<file path="src/rtl/sccb_cmd_sender.sv">
// SCCB (3-wire, write-only) command sender: turns {reg, value} table entries into
// 27-bit write frames with START/STOP, a bus-idle gap, and a one-cycle advance pulse.
module sccb_cmd_sender #(
   parameter int unsigned QTR      = 250,
   parameter logic [7:0]  DEV_ID   = 8'h42,
   parameter int unsigned RST_WAIT = 100000
) (
   input  logic        clk,
   input  logic        resetn,
   input  logic        en,
   input  logic [15:0] command,
   input  logic        finished,
   output logic        advance,
   output logic        sioc,
   output logic        siod_o,
   output logic        siod_oe,
   output logic        busy,
   output logic        done
);

   localparam int unsigned QW = (QTR > 1) ? $clog2(QTR) : 1;
   localparam int unsigned WW = (RST_WAIT > 1) ? $clog2(RST_WAIT) : 1;
   localparam int unsigned FW = 27;

   typedef enum logic [2:0] {IDLE, START, BITS, STOP, GAP, SKIP, RWAIT} state_t;

   state_t          state, state_nxt;
   logic [QW-1:0]   qcnt, qcnt_nxt;
   logic [1:0]      qidx, qidx_nxt;
   logic [4:0]      bitn, bit_nxt;
   logic [WW-1:0]   wcnt, wcnt_nxt;
   logic [FW-1:0]   frame, frame_nxt;
   logic            rst_cmd, rst_cmd_nxt;
   logic            q_last;
   logic [4:0]      idx;
   logic            sioc_nxt, siod_nxt, oe_nxt, adv_nxt, busy_nxt, done_nxt;

   always_ff @(posedge clk or negedge resetn) begin
      if (!resetn) begin
         state   <= IDLE;
         qcnt    <= '0;
         qidx    <= '0;
         bitn    <= '0;
         wcnt    <= '0;
         frame   <= '0;
         rst_cmd <= 1'b0;
         sioc    <= 1'b1;
         siod_o  <= 1'b1;
         siod_oe <= 1'b1;
         advance <= 1'b0;
         busy    <= 1'b0;
         done    <= 1'b0;
      end else begin
         state   <= state_nxt;
         qcnt    <= qcnt_nxt;
         qidx    <= qidx_nxt;
         bitn    <= bit_nxt;
         wcnt    <= wcnt_nxt;
         frame   <= frame_nxt;
         rst_cmd <= rst_cmd_nxt;
         sioc    <= sioc_nxt;
         siod_o  <= siod_nxt;
         siod_oe <= oe_nxt;
         advance <= adv_nxt;
         busy    <= busy_nxt;
         done    <= done_nxt;
      end
   end

   // Outputs are decoded from the next state so registered pins line up with the state register.
   always_comb begin
      state_nxt   = state;
      q_last      = (qcnt == QW'(QTR - 1));
      qcnt_nxt    = q_last ? '0 : qcnt + QW'(1);
      qidx_nxt    = qidx;
      bit_nxt     = bitn;
      wcnt_nxt    = '0;
      frame_nxt   = frame;
      rst_cmd_nxt = rst_cmd;

      case (state)
         IDLE: begin
            qcnt_nxt = '0;
            qidx_nxt = '0;
            bit_nxt  = '0;
            if (en && !finished) begin
               frame_nxt   = {DEV_ID, 1'b1, command[15:8], 1'b1, command[7:0], 1'b1};
               rst_cmd_nxt = (command == 16'h1280);
               state_nxt   = (command == 16'hFFFF) ? SKIP : START;
            end
         end
         START: if (q_last) begin
            qidx_nxt = qidx + 2'd1;
            if (qidx == 2'd1) begin
               qidx_nxt  = '0;
               state_nxt = BITS;
            end
         end
         BITS: if (q_last) begin
            qidx_nxt = qidx + 2'd1;
            if (qidx == 2'd3) begin
               if (bitn == 5'(FW - 1)) begin
                  bit_nxt   = '0;
                  state_nxt = STOP;
               end else begin
                  bit_nxt = bitn + 5'd1;
               end
            end
         end
         STOP: if (q_last) begin
            qidx_nxt = qidx + 2'd1;
            if (qidx == 2'd2) begin
               qidx_nxt  = '0;
               state_nxt = GAP;
            end
         end
         GAP: if (q_last) begin
            qidx_nxt = qidx + 2'd1;
            if (qidx == 2'd3) state_nxt = rst_cmd ? RWAIT : IDLE;
         end
         SKIP: begin
            qcnt_nxt  = '0;
            state_nxt = IDLE;
         end
         RWAIT: begin
            qcnt_nxt = '0;
            wcnt_nxt = wcnt + WW'(1);
            if (wcnt == WW'(RST_WAIT - 1)) begin
               wcnt_nxt  = '0;
               state_nxt = IDLE;
            end
         end
         default: state_nxt = IDLE;
      endcase

      sioc_nxt = 1'b1;
      siod_nxt = 1'b1;
      oe_nxt   = 1'b1;
      adv_nxt  = 1'b0;
      idx      = 5'(FW - 1) - bit_nxt;

      case (state_nxt)
         START: siod_nxt = (qidx_nxt == 2'd0);
         BITS: begin
            sioc_nxt = qidx_nxt[1];
            siod_nxt = frame_nxt[idx];
            oe_nxt   = !((bit_nxt == 5'd8) || (bit_nxt == 5'd17) || (bit_nxt == 5'd26));
         end
         STOP: begin
            sioc_nxt = (qidx_nxt != 2'd0);
            siod_nxt = (qidx_nxt == 2'd2);
         end
         GAP:     adv_nxt = (qidx_nxt == 2'd3) && (qcnt_nxt == QW'(QTR - 1));
         SKIP:    adv_nxt = 1'b1;
         default: ;
      endcase

      busy_nxt = (state_nxt != IDLE);
      done_nxt = (state_nxt == IDLE) && finished;
   end

endmodule

</file>
<file path="config.mk">
export PLATFORM = sky130hd
export DESIGN_NAME = sccb_cmd_sender
export DESIGN_NICKNAME = d
export VERILOG_FILES = /design/src/rtl/sccb_cmd_sender.sv
export SDC_FILE = /design/constraint.sdc
export NUM_CORES = 1
export LEC_CHECK = 0
export ABC_CLOCK_PERIOD_IN_PS = 9300
export CAP_MARGIN = 25
export CORE_AREA = 2 2 72 102
export CTS_CLUSTER_DIAMETER = 60
export DETAILED_ROUTE_END_ITERATION = 16
export DIE_AREA = 0 0 74 104
export DONT_BUFFER_PORTS = 1
export PLACE_DENSITY_LB_ADDON = 0.3
export SLEW_MARGIN = 10
export SYNTH_ARGS = -nofsm -noshare
export SYNTH_HDL_FRONTEND = slang
export SYNTH_SLANG_ARGS = --single-unit
</file>
<file path="constraint.sdc">
create_clock -name clk -period 9.3 [get_ports clk]
set_input_delay 2.79 -clock clk [delete_from_list [all_inputs] [get_ports clk]]
set_output_delay 2.79 -clock clk [all_outputs]
set_load 0.01 [all_outputs]
</file>
Fig. 1: sequential cells grouped by signal name
Bar = 20 um.
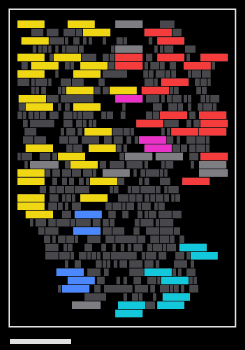
[`frame`] yellow | sequential cells: 27
[`state`] magenta | sequential cells: 3
[`qcnt`] cyan | sequential cells: 8
[`wcnt`] red | sequential cells: 17
[`bitn`] blue | sequential cells: 5
not colored: 9
power dissipated in sequential cells: 379 uW
flop share of the area: 41.3%
Sequential cell area: 1730 sq um

Fig. 2: placed cells, one color a class
Bar = 20 um.
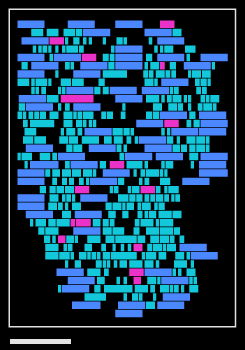
[flip-flops] blue | cells: 69 | share of their area: 42%
[clock drivers and dummy loads] magenta | cells: 15 | share of their area: 4.6%
[all other logic] cyan | cells: 325 | share of their area: 53%

Fig. 3: gate-type map
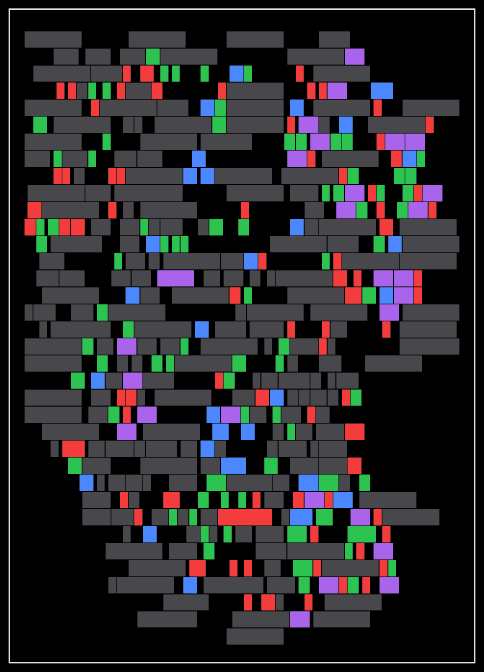
[XOR/XNOR gates] purple | cells: 27
[NOR gates] red | cells: 76 | where: widely spread
[AND and OR gates] blue | cells: 29
[NAND gates] green | cells: 79 | where: widely spread
most common library cell in the layout ignoring fill and taps: sky130_fd_sc_hd__dfrtp_1
logic share of the area: 49.8%
number of standard cells in the layout, taps in and fillers out: 504

==> impl_metrics.json <==
{
  "run_status": "finished clean",
  "final_cell_mix": "sky130_fd_sc_hd__dfrtp_1, sky130_fd_sc_hd__nor2_1, sky130_fd_sc_hd__nand2_1, sky130_fd_sc_hd__nand3_1",
  "critical_path.startpoint_type": "primary input",
  "timing.rr.end": "siod_o$_DFF_PN1_",
  "worstSetupStartpoint": "finished",
  "worst_hold_path.endpoint": "frame[20]$_DFF_PN0_",
  "drive_above_1_share_pct": 10.8,
  "postCtsResizedCells": 0,
  "dp_slack_ns": 4.25,
  "cts.clk_slew.worst_paths_ns": 0.07,
  "floorplan.die.height_um": 104,
  "finalMaxSlewViolations": 0,
  "boundary_pins": 26,
  "clock_tree.buffer_depth": 2,
  "core_sq_um": 6800,
  "met3_wl_um": 417,
  "pwr-share-seq_pct": 51.5,
  "cts_tree": "yes",
  "ys_seq_share_pct": 43.7,
  "netlist_top_cells_area": "sky130_fd_sc_hd__dfrtp_1, sky130_fd_sc_hd__nor2_1, sky130_fd_sc_hd__ha_1",
  "slew_headroom_pct": 52.8,
  "synthCells": 407,
  "fin_area_sq_um": 4190,
  "detailed_route_via_count": 3043,
  "critical_path.reg2reg.startpoint": "state[0]$_DFF_PN0_",
  "rsz0062_at_grt": "false",
  "grt.met2_usage_pct": 41.0,
  "crit_path_max_incr_delay_ns": 0.63,
  "placement.cell_area_sq_um": 4010,
  "finalWirelength_mm": 8.63,
  "count_of_flip_flops_with_a_built_in_enable_after_synthesis": 0,
  "endpoint_type_of_the_worst_setup_path": "register",
  "postSynth.asyncResetShare_pct": 100,
  "post_drt_via_cell_ratio": 6.04,
  "r2r.worst_path.cells": 11,
  "drt-pass1-iter-count": 4,
  "dp_cells": 489,
  "grt_start_max_net_pins": 70,
  "grt_util_all_layers_pct": 24.7,
  "cts_hold_repair.buffers": 0,
  "htree_num_levels": 3,
  "final_antenna_net_count": 0,
  "global_route.usage.met3_pct": 6.40,
  "cts_inserted_buffers": 9,
  "setup.worst_path.class": "primary input to register",
  "die_x_um": 74,
  "post_cts.repair.setup_buffers": 0,
  "critical_path_peak_fanout": 16,
  "finalHoldViolations": 0,
  "cts_sinks": 69,
  "post_synth_most_frequent_cells": "sky130_fd_sc_hd__dfrtp_1, sky130_fd_sc_hd__nor2_1, sky130_fd_sc_hd__nand2_1, sky130_fd_sc_hd__nand3_1",
  "fp-row-count": 36,
  "dieArea_sq_um": 7700,
  "hold_path_class": "register to register",
  "vdd_drop_max_v": 0.000124,
  "power.switching_fraction_pct": 28.3,
  "first_global_vias": 2994,
  "gp_routability_congestion": 0.884,
  "yosys.stat.chipArea_sq_um": 3960,
  "internal_power_uw": 528,
  "top_layer": "met4",
  "detail_route.wl_per_cell_um": 17.1,
  "yosysMostFrequentCell": "sky130_fd_sc_hd__dfrtp_1",
  "timing.final.ws_setup_ns": 4.60,
  "power.density_nw_per_um2": 176,
  "initCoreUtil_pct": 58.2,
  "grt_first_pass_wirelength_mm": 14.6,
  "layout-area-overhead-vs-synth_pct": 5.94,
  "p_leak_nw": 1.78,
  "tightestPinTransition_ns": 0.708,
  "cell_by_cell_listing_of_the_critical_path": "nor2_1 > and3_1 > mux2_2 > mux4_2 > nand2_1 > a21oi_1 > o41ai_1 > a32oi_1",
  "top_power_group": "sequential cells",
  "nFillCells": 553,
  "synth.ff_latch_count": 69,
  "grt_antenna_before_repair": 0,
  "synth_warnings": 0,
  "initialDrtViolationCount": 286,
  "warnings": 36,
  "finalClockPeriodUsage_pct": 50.6,
  "comb_power_share_pct": 15.9,
  "maxCapViolCount": 0,
  "total_inserted_antenna_cells": 0,
  "setup_tns_ns": 0,
  "hold_ws_ns": 0.466,
  "port_buffers": 0,
  "synth_top_cell_by_area": "sky130_fd_sc_hd__dfrtp_1",
  "hold_path_depth": 1,
  "setup.reg_to_reg.worst_slack_ns": 5.42,
  "post_synth_instance_area_sq_um": 3960,
  "wl_met2_mm": 4.55,
  "overall_overflow_remaining_after_global_route": 0,
  "timing.final.crit_period_ns": 4.70,
  "hold_path_startpoint": "frame[20]$_DFF_PN0_",
  "ctsRootBufferMaster": "sky130_fd_sc_hd__clkbuf_8",
  "setup_viol": 0,
  "required_ns": 9.55,
  "p_sw_uw": 209,
  "place.detailed.hpwl_mm": 6.14,
  "highest_achievable_clock_rate_mhz": 213,
  "synth_cell_types": 69,
  "detail_route.wirelength.met1_mm": 3.54,
  "fin_total_pwr_uw": 737,
  "top_cell_area_share_pct": 41.7,
  "pg_comb_uw": 117,
  "syn_area_per_cell_sq_um": 9.73,
  "flop_cell": "sky130_fd_sc_hd__dfrtp_1",
  "fp_nets": 442,
  "timing.critical_path.arrival_ns": 4.96,
  "layout.area.comb_sq_um": 2090,
  "finish.net_count": 440,
  "slowest_cp_cell": "sky130_fd_sc_hd__and3_1",
  "setup.worst_path.end": "siod_o$_DFF_PN1_",
  "yosys_cells": 407,
  "drc_errors": 0
}
Fig. 4: routing congestion map
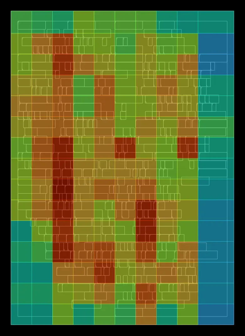
met1 track demand over resource in global routing: 30.6%
fraction of the core area covered by cells at the end of the flow: 61.7%
GR peak layer: met2

Fig. 5: clock distribution
Bar = 20 um.
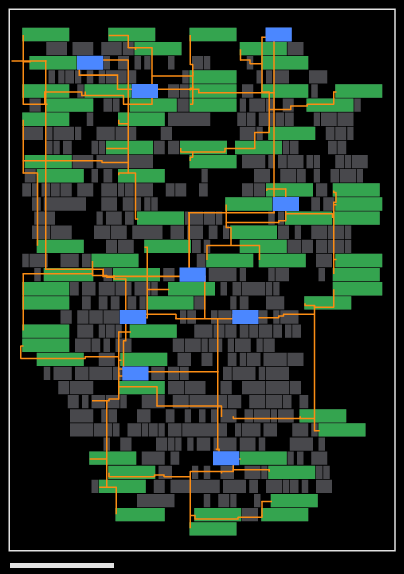
[flip-flops] green | count: 69
[clock wires] orange | length: 906 um
[cells driving clock nets] blue | count: 9
flops lie: widely spread
clock latency reported for the late side of the worst-skew pair: 0.35 ns
Post-Route Skew: 0.00671 ns
clock group share of total power: 32.6%
power in the clock group: 240 uW

==> state kept, by name (all words and copies together), names as in the netlist, 2 cells and up <==
name   flops
qcnt       8
frame     27
bitn       5
wcnt      17
qidx       2
state      3
==> final cells by class <==
cell class,instances,share of cell area (%)
clock buffer,9,2.95
clock inverter,6,1.52
multi-input combinational,307,49.8
sequential,69,41.3
inverter,18,1.61
tap,95,2.83
==> kinds of logic after synthesis <==
group	after synthesis	synth area share, %
compound gates	62	12.2
mux	19	5.75
buf+inv	31	3.51
xor+xnor	27	6.16
flops	69	43.7
simple gates	184	23.9
fa+ha+maj	15	4.74
==> critical path, delay by kind of cell <==
family          cells  cell delay [ns]
mux                 2             0.88
simple gates        3             0.80
compound gates      3             0.47
Power figures rest on the tool's default switching activity, not on a simulated workload.
